`src/rtl/aes_v2_pkg.sv`:
```
// Shared types for the aes_v2 requester arbiter: FSM state encoding
// and the latched operand record (sub, enc, rot, rs1, rs2).
package aes_v2_pkg;

   typedef enum logic [1:0] {
      ST_IDLE  = 2'd0,
      ST_ISSUE = 2'd1,
      ST_RESP  = 2'd2
   } state_t;

   typedef struct packed {
      logic        sub;
      logic        enc;
      logic        rot;
      logic [31:0] rs1;
      logic [31:0] rs2;
   } aes_op_t;

   localparam int OP_W = $bits(aes_op_t);

endpackage

```
`src/rtl/aes_v2_rr_pick.sv`:
```
// Combinational round-robin picker.
// Ports: req_valid/ptr in; one-hot gnt, gnt_idx and any-request out.
module aes_v2_rr_pick #(
   parameter int NREQ = 2,
   parameter int IW   = 2
) (
   input  logic [NREQ-1:0] req_valid,
   input  logic [IW-1:0]   ptr,
   output logic [NREQ-1:0] gnt,
   output logic [IW-1:0]   gnt_idx,
   output logic            any
);

   // First pass covers ptr..NREQ-1, second pass wraps to 0..ptr-1.
   always_comb begin
      gnt     = '0;
      gnt_idx = '0;
      any     = 1'b0;
      for (int j = 0; j < NREQ; j++) begin
         if (!any && req_valid[j] && (IW'(j) >= ptr)) begin
            any     = 1'b1;
            gnt[j]  = 1'b1;
            gnt_idx = IW'(j);
         end
      end
      for (int j = 0; j < NREQ; j++) begin
         if (!any && req_valid[j]) begin
            any     = 1'b1;
            gnt[j]  = 1'b1;
            gnt_idx = IW'(j);
         end
      end
   end

endmodule

```
`src/rtl/aes_v2_arb.sv`:
```
// Shares one aes_v2 step unit between NREQ requesters (round-robin).
// Ports: g_clk/g_reset, flush, req_* in, rsp_* out, aes_* unit bus, busy.
module aes_v2_arb
   import aes_v2_pkg::*;
#(
   parameter int NREQ = 2,
   parameter int IW   = 2
) (
   input  logic             g_clk,
   input  logic             g_reset,
   input  logic             flush,
   input  logic [NREQ-1:0]  req_valid,
   output logic [NREQ-1:0]  req_ready,
   input  logic [NREQ-1:0]  req_sub,
   input  logic [NREQ-1:0]  req_enc,
   input  logic [NREQ-1:0]  req_rot,
   input  logic [32*NREQ-1:0] req_rs1,
   input  logic [32*NREQ-1:0] req_rs2,
   output logic [NREQ-1:0]  rsp_valid,
   input  logic [NREQ-1:0]  rsp_ready,
   output logic [31:0]      rsp_rd,
   output logic             aes_valid,
   output logic             aes_sub,
   output logic             aes_enc,
   output logic             aes_rot,
   output logic [31:0]      aes_rs1,
   output logic [31:0]      aes_rs2,
   input  logic             aes_ready,
   input  logic [31:0]      aes_rd,
   output logic             busy
);

   state_t           state_q;
   state_t           state_d;
   logic [IW-1:0]    ptr_q;
   logic [IW-1:0]    owner_q;
   aes_op_t          op_q;
   logic [OP_W-1:0]  op_acc;
   logic [31:0]      res_q;
   logic             flushed_q;

   logic [NREQ-1:0]  gnt;
   logic [IW-1:0]    gnt_idx;
   logic             any;
   logic [NREQ-1:0]  own_oh;
   logic             own_rdy;
   logic             accept;
   logic             done;
   logic             drop;

   aes_v2_rr_pick #(
      .NREQ (NREQ),
      .IW   (IW)
   ) u_pick (
      .req_valid (req_valid),
      .ptr       (ptr_q),
      .gnt       (gnt),
      .gnt_idx   (gnt_idx),
      .any       (any)
   );

   always_comb begin
      op_acc = '0;
      for (int j = 0; j < NREQ; j++) begin
         if (gnt[j]) begin
            op_acc = {req_sub[j], req_enc[j], req_rot[j],
                      req_rs1[32*j +: 32], req_rs2[32*j +: 32]};
         end
      end
   end

   always_comb begin
      own_oh  = '0;
      own_rdy = 1'b0;
      for (int j = 0; j < NREQ; j++) begin
         if (IW'(j) == owner_q) begin
            own_oh[j] = 1'b1;
            own_rdy   = rsp_ready[j];
         end
      end
   end

   // The unit cannot abort, so a flush seen during ISSUE only
   // drops the result once the unit finishes.
   assign drop = flushed_q | flush;

   always_comb begin
      state_d   = state_q;
      req_ready = '0;
      rsp_valid = '0;
      aes_valid = 1'b0;
      accept    = 1'b0;
      done      = 1'b0;
      unique case (state_q)
         ST_IDLE: begin
            if (!flush) begin
               req_ready = gnt;
               if (any) begin
                  accept  = 1'b1;
                  state_d = ST_ISSUE;
               end
            end
         end
         ST_ISSUE: begin
            aes_valid = 1'b1;
            if (aes_ready) begin
               done    = 1'b1;
               state_d = drop ? ST_IDLE : ST_RESP;
            end
         end
         ST_RESP: begin
            rsp_valid = own_oh;
            if (flush || own_rdy) begin
               state_d = ST_IDLE;
            end
         end
         default: state_d = ST_IDLE;
      endcase
   end

   always_ff @(posedge g_clk or posedge g_reset) begin
      if (g_reset) begin
         state_q   <= ST_IDLE;
         ptr_q     <= '0;
         owner_q   <= '0;
         op_q      <= '0;
         res_q     <= '0;
         flushed_q <= 1'b0;
      end else begin
         state_q <= state_d;
         if (accept) begin
            op_q    <= aes_op_t'(op_acc);
            owner_q <= gnt_idx;
            ptr_q   <= (gnt_idx == IW'(NREQ-1)) ? '0
                                                : gnt_idx + IW'(1);
         end
         if (done) begin
            flushed_q <= 1'b0;
            if (!drop) begin
               res_q <= aes_rd;
            end
         end else if ((state_q == ST_ISSUE) && flush) begin
            flushed_q <= 1'b1;
         end
      end
   end

   assign aes_sub = op_q.sub;
   assign aes_enc = op_q.enc;
   assign aes_rot = op_q.rot;
   assign aes_rs1 = op_q.rs1;
   assign aes_rs2 = op_q.rs2;
   assign rsp_rd  = res_q;
   assign busy    = (state_q != ST_IDLE);

endmodule

```
`config.mk`:
```
export PLATFORM = sky130hd
export DESIGN_NAME = aes_v2_arb
export DESIGN_NICKNAME = d
export VERILOG_FILES = /design/src/rtl/aes_v2_pkg.sv /design/src/rtl/aes_v2_rr_pick.sv /design/src/rtl/aes_v2_arb.sv
export SDC_FILE = /design/constraint.sdc
export NUM_CORES = 1
export LEC_CHECK = 0
export ABC_AREA = 1
export CAP_MARGIN = 10
export CELL_PAD_IN_SITES_DETAIL_PLACEMENT = 1
export CELL_PAD_IN_SITES_GLOBAL_PLACEMENT = 2
export CORE_UTILIZATION = 18
export CTS_CLUSTER_DIAMETER = 60
export DETAILED_ROUTE_END_ITERATION = 8
export GPL_ROUTABILITY_DRIVEN = 1
export PLACE_DENSITY_LB_ADDON = 0.05
export SLEW_MARGIN = 20
export SYNTH_ARGS = -nofsm -noshare
export SYNTH_HDL_FRONTEND = slang
export SYNTH_SLANG_ARGS = --single-unit
```
`constraint.sdc`:
```
create_clock -name g_clk -period 2.8 [get_ports g_clk]
set_input_delay 0.28 -clock g_clk [delete_from_list [all_inputs] [get_ports g_clk]]
set_output_delay 0.28 -clock g_clk [all_outputs]
set_load 0.005 [all_outputs]
```
==> run summary <==
Htree depth: 3
Multi-input gate share of total cell area: 22.9%
Die H: 167 µm
Yosys cell types: 19
Area after DPL: 7980 µm²
Pin count of the biggest net entering global routing: 69
Worst path depth: 6
Reg2reg end: aes_rs2[8]
Register area share after synthesis: 53.0%
Clk sinks: 104
Total of max-cap violations: 0
Core area: 26900 µm²
Ys Warns: 0
CP max FO: 4
Largest cell class: non-clock buffers
Slew Limit Fails: 0
Aggregate global-route resource usage: 14.8%
Total CTS buffers: 9
Bufs w/o clock: 288
Primary FF master, synth: dfrtp_1
Chip area: 27900 µm²
Yosys Instances: 629
Buf/Inv on CP: 3
Top cells by count: nand2_1, nand3_1, dfrtp_1
Slew @ Worst Pin: 821 ps
Status: completed
Vias post-DR: 5110
CTS tree: yes
Vias in the first global route: 5587
DP Cell Count: 1216
Synth top cell by count: nand2_1
Critical path arrival: 1850 ps
# resized after CTS: 0
Buffer share of cell area: 34.8%
Critical Path, Cell by Cell: inv_1 > nand2_1 > nor2_4 > nand2_1 > inv_1 > clkdlybuf4s50_1
I/O Buffers: 278
Iteration-0 DRC Markers: 232
Post-route core utilization: 30.7%
[per-layer routing]
metal	part of all wire (%)	GRT usage, %
met1	44	18.2
met3	7.7	4.87
met4	1.2	3.71
met5	0	0
met2	47	24.8
[report_power, final]
part / leakage (nW) / total (mW) / internal [mW] / switching (mW)
Combinational: 2.43 / 2.69 / 1.57 / 1.12
Clock: 0.136 / 1.28 / 0.624 / 0.655
Sequential: 1.31 / 2.44 / 2.10 / 0.340
[layout by cell type (no fill, tap or decap), drive strengths merged]
cell / count
o21ai: 36
clkdlybuf4s50: 277
buf: 11
nor2: 7
clkinv: 2
dfrtp: 104
a21oi: 3
clkbuf: 9
clkinvlp: 3
nand3: 124
inv: 47
nand2: 268
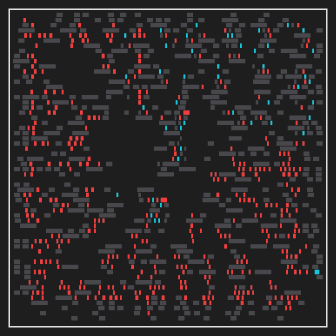
**Above:** gate families picked out.
| family | colour | cells | most used |
|---|---|---|---|
| inv cells | cyan | 45 | inv_1 |
| nand cells | red | 392 | nand2_1 |

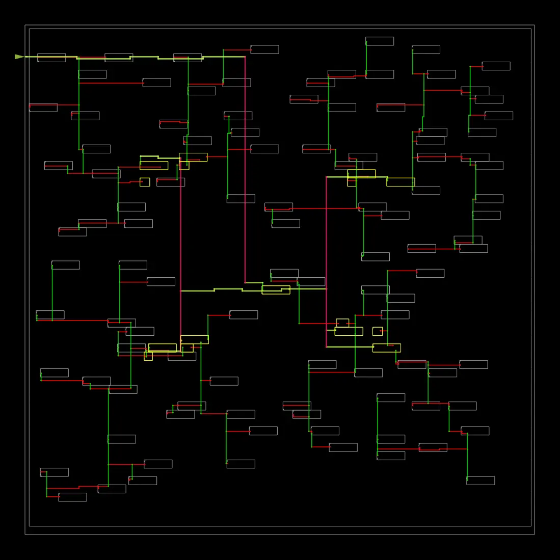
**Above:** clock nets.
worst clock skew: 14.1 ps
sequential cell count: 104
Clk power: 1.28 mW

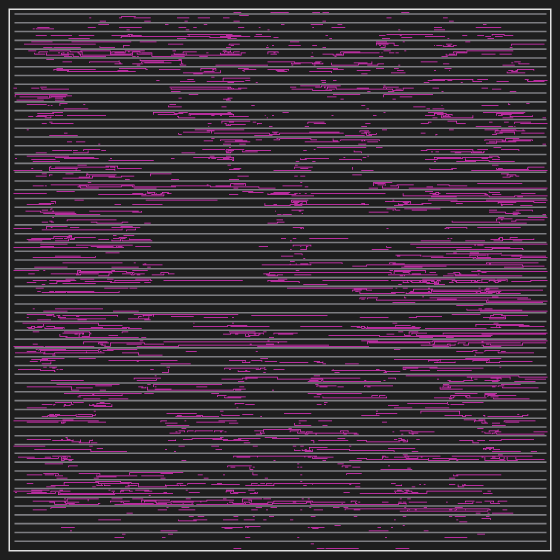
**Above:** met1 routing.
Supply wires on this layer in grey.
wire length on this layer: 8750 µm
longest straight run: 48.3 µm
main direction: horizontal
nets with wire on the layer: 917
share of all routed wire: 44%

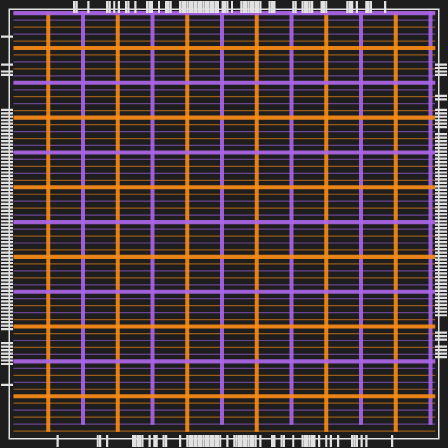
**Above:** power grid.
Pins as bars on the die edge.
| net | colour |
|---|---|
| VDD | purple |
| VSS | orange |
met5 straps: 12
met1 rails: 61

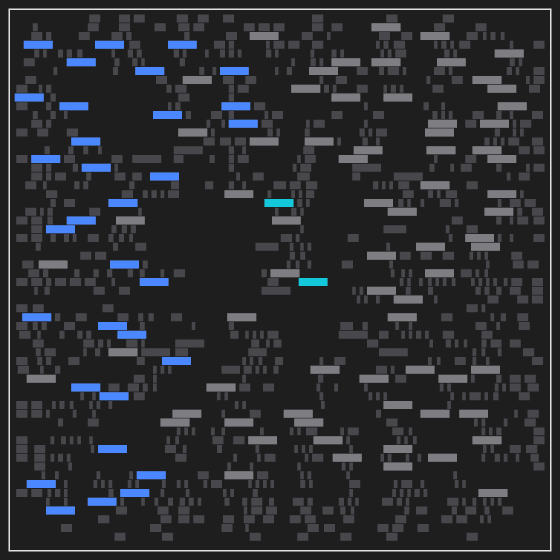
**Above:** sequential cells coloured by netlist name.
Other sequential cells in the stronger grey, the rest of the logic in the fainter grey.
| name in the netlist | colour | sequential cells |
|---|---|---|
| aes_rs1 | blue | 32 |
| state_q | cyan | 2 |

Power figures rest on the tool's default switching activity, not on a simulated workload.
